Fig. 1: local utilization
Scale bar: 20 um. 7 x 7 tiles, from black (low) to pale yellow (high), 0 to 100% covered.
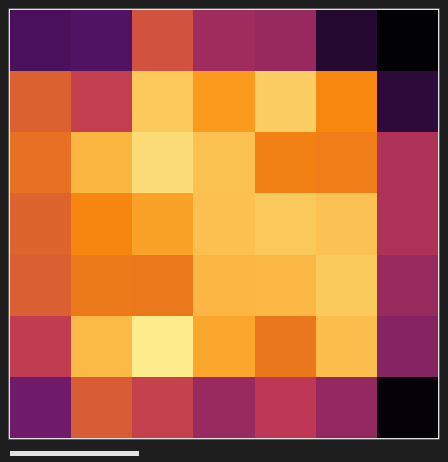
Fig. 2: the metal 2 layer
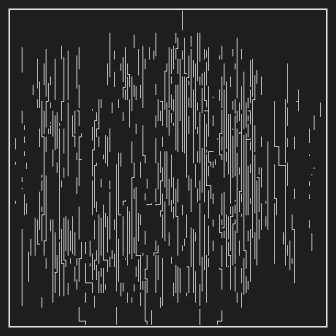
Fig. 3: signal wires on met1
Scale bar: 20 um.
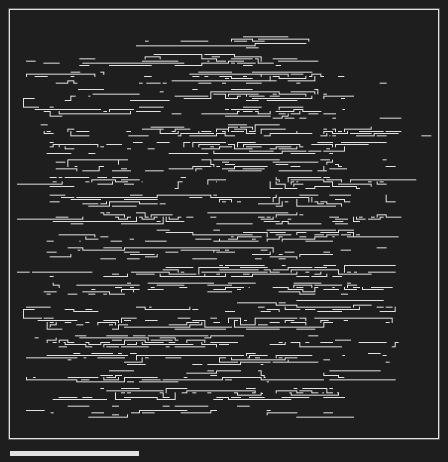
Fig. 4: signal metal coverage by tile
Scale bar: 20 um. 13 x 13 tiles, from black (low) to pale yellow (high), scaled to the fullest tile. Values are wire area over tile area, all layers added.
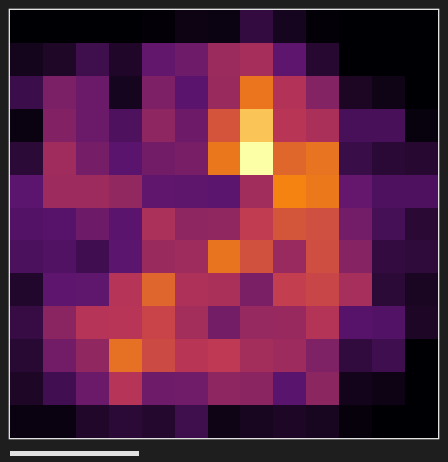
Fig. 5: routing congestion
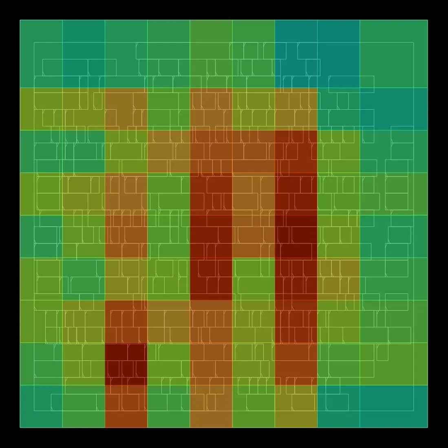
<file path="src/rtl/fp8_pkg.sv">
// Shared E4M3 definitions for the FP8 divider.
// No ports. Provides the bias, field widths, saturation magnitude,
// the fp8_t field view, the divider FSM states and a zero test.
package fp8_pkg;

    localparam int         FP8_BIAS    = 7;
    localparam int         EXP_W       = 4;
    localparam int         MAN_W       = 3;
    localparam logic [6:0] FP8_MAX_MAG = 7'b1111_111;

    typedef struct packed {
        logic             s;
        logic [EXP_W-1:0] e;
        logic [MAN_W-1:0] m;
    } fp8_t;

    typedef enum logic [1:0] {
        IDLE   = 2'd0,
        DIVIDE = 2'd1,
        DONE   = 2'd2
    } div_state_e;

    // Exponent 0 encodes zero; the mantissa field is ignored.
    function automatic logic is_zero(fp8_t x);
        return (x.e == '0);
    endfunction

endpackage

</file>
<file path="src/rtl/fp8_div_pack.sv">
// Combinational normalize-and-pack stage of the FP8 divider.
// Ports:
//   sign     in   result sign
//   e        in   unnormalized biased exponent Ea-Eb+bias (signed)
//   q        in   5-bit quotient, value q[4].q[3:0]
//   quotient out  packed E4M3 result (saturated or flushed)
//   of       out  exponent above 15, result saturated
//   uf       out  exponent below 1, result flushed to +0
module fp8_div_pack
    import fp8_pkg::*;
(
    input  logic              sign,
    input  logic signed [5:0] e,
    input  logic        [4:0] q,
    output fp8_t              quotient,
    output logic              of,
    output logic              uf
);

    logic signed [5:0] e_n;
    logic        [2:0] m_n;

    always_comb begin
        // Quotient lies in (0.5, 2): when the integer bit is clear, shift
        // left by one and take the next three bits; extra bits truncate.
        e_n = e;
        m_n = q[3:1];
        if (!q[4]) begin
            e_n = e - 6'sd1;
            m_n = q[2:0];
        end

        of       = 1'b0;
        uf       = 1'b0;
        quotient = '{s: sign, e: e_n[3:0], m: m_n};
        if (e_n > 6'sd15) begin
            of       = 1'b1;
            quotient = {sign, FP8_MAX_MAG};
        end else if (e_n < 6'sd1) begin
            uf       = 1'b1;
            quotient = '0;
        end
    end

endmodule

</file>
<file path="src/rtl/fp8_divider_seq.sv">
// Sequential E4M3 divider, quotient = a / b, restoring division with one
// quotient bit per cycle over five cycles.
// Ports:
//   clk, rst_n            clock, synchronous active-low reset
//   in_valid / in_ready   operand handshake (ready only in IDLE)
//   a, b                  dividend, divisor (E4M3)
//   out_valid / out_ready result handshake (valid only in DONE)
//   quotient              registered E4M3 result
//   flags                 {dz, of, uf}
module fp8_divider_seq
    import fp8_pkg::*;
#(
    parameter int BIAS = FP8_BIAS
) (
    input  logic       clk,
    input  logic       rst_n,
    input  logic       in_valid,
    output logic       in_ready,
    input  logic [7:0] a,
    input  logic [7:0] b,
    output logic       out_valid,
    input  logic       out_ready,
    output logic [7:0] quotient,
    output logic [2:0] flags
);

    div_state_e state_q, state_d;
    logic       sign_q, sign_d;
    logic [3:0] ea_q, ea_d, eb_q, eb_d;
    logic [3:0] mb_q, mb_d;
    logic [4:0] r_q, r_d;
    logic [4:0] quo_q, quo_d;
    logic [2:0] cnt_q, cnt_d;
    logic [7:0] quotient_q, quotient_d;
    logic [2:0] flags_q, flags_d;

    fp8_t a_f, b_f;
    assign a_f = a;
    assign b_f = b;

    logic              q_bit;
    logic        [4:0] r_sub;
    logic        [4:0] q_next;
    logic signed [5:0] e_raw;
    fp8_t              pk_q;
    logic              pk_of, pk_uf;

    // One restoring step; r stays below 2*mb so 5 bits always suffice.
    always_comb begin
        q_bit  = (r_q >= {1'b0, mb_q});
        r_sub  = q_bit ? (r_q - {1'b0, mb_q}) : r_q;
        q_next = {quo_q[3:0], q_bit};
        e_raw  = $signed({2'b00, ea_q}) - $signed({2'b00, eb_q}) + $signed(6'(BIAS));
    end

    // Packs the quotient including the bit produced this cycle, so the
    // result is captured on the same edge as the final iteration.
    fp8_div_pack u_pack (
        .sign     (sign_q),
        .e        (e_raw),
        .q        (q_next),
        .quotient (pk_q),
        .of       (pk_of),
        .uf       (pk_uf)
    );

    always_comb begin
        state_d    = state_q;
        sign_d     = sign_q;
        ea_d       = ea_q;
        eb_d       = eb_q;
        mb_d       = mb_q;
        r_d        = r_q;
        quo_d      = quo_q;
        cnt_d      = cnt_q;
        quotient_d = quotient_q;
        flags_d    = flags_q;

        case (state_q)
            IDLE: begin
                if (in_valid) begin
                    sign_d = a_f.s ^ b_f.s;
                    ea_d   = a_f.e;
                    eb_d   = b_f.e;
                    mb_d   = {1'b1, b_f.m};
                    r_d    = {2'b01, a_f.m};
                    quo_d  = '0;
                    cnt_d  = '0;
                    if (is_zero(b_f)) begin
                        quotient_d = {a_f.s ^ b_f.s, FP8_MAX_MAG};
                        flags_d    = 3'b100;
                        state_d    = DONE;
                    end else if (is_zero(a_f)) begin
                        quotient_d = '0;
                        flags_d    = 3'b000;
                        state_d    = DONE;
                    end else begin
                        state_d = DIVIDE;
                    end
                end
            end
            DIVIDE: begin
                r_d   = {r_sub[3:0], 1'b0};
                quo_d = q_next;
                cnt_d = cnt_q + 3'd1;
                if (cnt_q == 3'd4) begin
                    quotient_d = pk_q;
                    flags_d    = {1'b0, pk_of, pk_uf};
                    state_d    = DONE;
                end
            end
            DONE: begin
                if (out_ready) state_d = IDLE;
            end
            default: state_d = IDLE;
        endcase
    end

    always_ff @(posedge clk) begin
        if (!rst_n) begin
            state_q    <= IDLE;
            sign_q     <= 1'b0;
            ea_q       <= '0;
            eb_q       <= '0;
            mb_q       <= '0;
            r_q        <= '0;
            quo_q      <= '0;
            cnt_q      <= '0;
            quotient_q <= '0;
            flags_q    <= '0;
        end else begin
            state_q    <= state_d;
            sign_q     <= sign_d;
            ea_q       <= ea_d;
            eb_q       <= eb_d;
            mb_q       <= mb_d;
            r_q        <= r_d;
            quo_q      <= quo_d;
            cnt_q      <= cnt_d;
            quotient_q <= quotient_d;
            flags_q    <= flags_d;
        end
    end

    assign in_ready  = (state_q == IDLE);
    assign out_valid = (state_q == DONE);
    assign quotient  = quotient_q;
    assign flags     = flags_q;

endmodule

</file>
<file path="config.mk">
export PLATFORM = sky130hd
export DESIGN_NAME = fp8_divider_seq
export DESIGN_NICKNAME = d
export VERILOG_FILES = /design/src/rtl/fp8_pkg.sv /design/src/rtl/fp8_div_pack.sv /design/src/rtl/fp8_divider_seq.sv
export SDC_FILE = /design/constraint.sdc
export NUM_CORES = 1
export LEC_CHECK = 0
export CAP_MARGIN = 20
export CORE_MARGIN = 2
export CORE_UTILIZATION = 58
export DETAILED_ROUTE_END_ITERATION = 6
export GPL_TIMING_DRIVEN = 0
export PLACE_DENSITY = 0.86
export SLEW_MARGIN = 20
export SYNTH_ARGS = -nofsm -noshare
export SYNTH_HDL_FRONTEND = slang
export SYNTH_SLANG_ARGS = --single-unit
</file>
<file path="constraint.sdc">
create_clock -name clk -period 7.85 [get_ports clk]
set_clock_uncertainty 0.05 [all_clocks]
set_input_delay 0.785 -clock clk [delete_from_list [all_inputs] [get_ports clk]]
set_output_delay 0.785 -clock clk [all_outputs]
set_load 0.03 [all_outputs]
</file>
==> impl_metrics.tcl <==
# flow metrics
set metrics [dict create \
    outcome "finished, final reports clean" \
    wl_mm 4.97 \
    rows 22 \
    clock_path_buffers 2 \
    grt_start_max_net_pins 12 \
    htree_levels 2 \
    core_um2 3690 \
    ios 33 \
    n_fill_cell 297 \
    port_buffers 32 \
    grt_overflow_total 0 \
    gp_congestion 0.885 \
    fin_setup_tns_ns 0 \
    top_layer "met4" \
    drive_gt1_share_pct 7.62 \
    wl_met1_mm 2.23 \
    clkSlewWorstSetupHoldPaths_ns 0.07 \
    power.total_w 0.000697 \
    flop_cell "dfxtp_1" \
    syn_inst 275 \
    ir_drop_mv 0.150 \
    holdPathStages 2 \
    via_count 2071 \
    dp_hpwl_mm 3.88 \
    synth.distinct_cells 53 \
    synth-edff-count 0 \
]
Notes on Fig. 1 above:
mean over tiles	61%
fullest tile	96%
densest ninth of the die	center

Notes on Fig. 2 above:
longest straight run	28.9 um
share of all routed wire	47%
main direction	vertical

Notes on Fig. 3 above:
nets with wire on the layer	310
longest straight run	23.0 um

Notes on Fig. 4 above:
fullest tile	0.66
tiles over half the peak	13%
emptiest ninth of the die	north-east
densest ninth of the die	center
mean over tiles	0.18
nearly empty tiles	11%

Notes on Fig. 5 above:
WL/cell: 13.7 um
GRT Total Usage: 24.6%
met2 Track Usage GR: 42.4%
GR Util met3: 6.30%
gr busiest metal: met2

## per-layer routing
layer,up-vias,global-route usage [%]
met4,0,8.67
li1,1055,-
met2,76,42.4
met5,-,0
met3,16,6.30
met1,924,29.5
## area by class of cell
class | count | area (um2) | share of cell area, %
tap | 48 | 60.1 | 2.21
inverter | 16 | 60.1 | 2.21
multi-input combinational | 209 | 1370 | 50.5
timing repair buffer | 32 | 320 | 11.8
sequential | 38 | 761 | 28.0
clock inverter | 1 | 5.00 | 0.184
buffer | 12 | 51.3 | 1.89
clock buffer | 7 | 86.3 | 3.18
## registers in the layout (all words and copies together) (netlist names)
register	flops
sign_q	1
cnt_q	3
eb_q	4
state_q	2
quotient	8
r_q	5
flags	3
ea_q	4
mb_q	4
quo_q	4
## through the flow
stage	setup WS (ns)	hold WS (ns)	instance area, um2
detailed placement	4.65	0.397	2630
floorplan	4.96	0.386	2240
CTS	4.64	0.407	2720
finish	4.63	0.407	2720
global route	4.52	0.420	2720
global placement	4.81	0.393	2630
## report_power, final
part	total, W	internal (W)	switching (W)
clock network	0.000138	0.0000708	0.0000674
registers	0.000229	0.000213	0.0000153
logic	0.000330	0.000134	0.000196
## cells by family after synthesis
kind of cell | Yosys count | share of synthesized area (%)
XOR/XNOR | 10 | 4.57
AND-OR/OR-AND | 81 | 23.7
flip-flops | 38 | 33.9
buffers and inverters | 28 | 4.96
adder cells (fa/ha/maj) | 16 | 9.36
AND/OR/NAND/NOR | 99 | 22.1
multiplexers | 3 | 1.45
## worst min-delay path: stages, from the launching register on
cell     delay, ns
dfxtp_1       0.31
nand2_1       0.05
a21oi_1       0.05
## cell usage in the layout (no fill, tap or decap), types with 3 or more instances in the layout
cell / count
nand2_1: 41
nor3_1: 7
clkdlybuf4s50_1: 32
ha_1: 12
a22oi_1: 10
o211ai_1: 3
o21ai_0: 11
clkbuf_8: 6
nor2b_1: 8
dfxtp_1: 38
a21o_1: 6
nand2b_1: 3
xor2_1: 4
xnor2_1: 5
nand3_1: 3
a21oi_1: 31
inv_1: 16
o31ai_1: 3
nor2_1: 19
clkbuf_1: 10
## path summary, 6_finish.rpt
check	start	endpoint	slack, ns
max	ea_q[0]$_SDFFE_PN0P_	quotient[1]$_SDFFE_PN0P_	4.63
max reg2reg	ea_q[0]$_SDFFE_PN0P_	quotient[1]$_SDFFE_PN0P_	4.63
min	mb_q[2]$_SDFFE_PN0P_	mb_q[2]$_SDFFE_PN0P_	0.41
min reg2reg	mb_q[2]$_SDFFE_PN0P_	mb_q[2]$_SDFFE_PN0P_	0.41
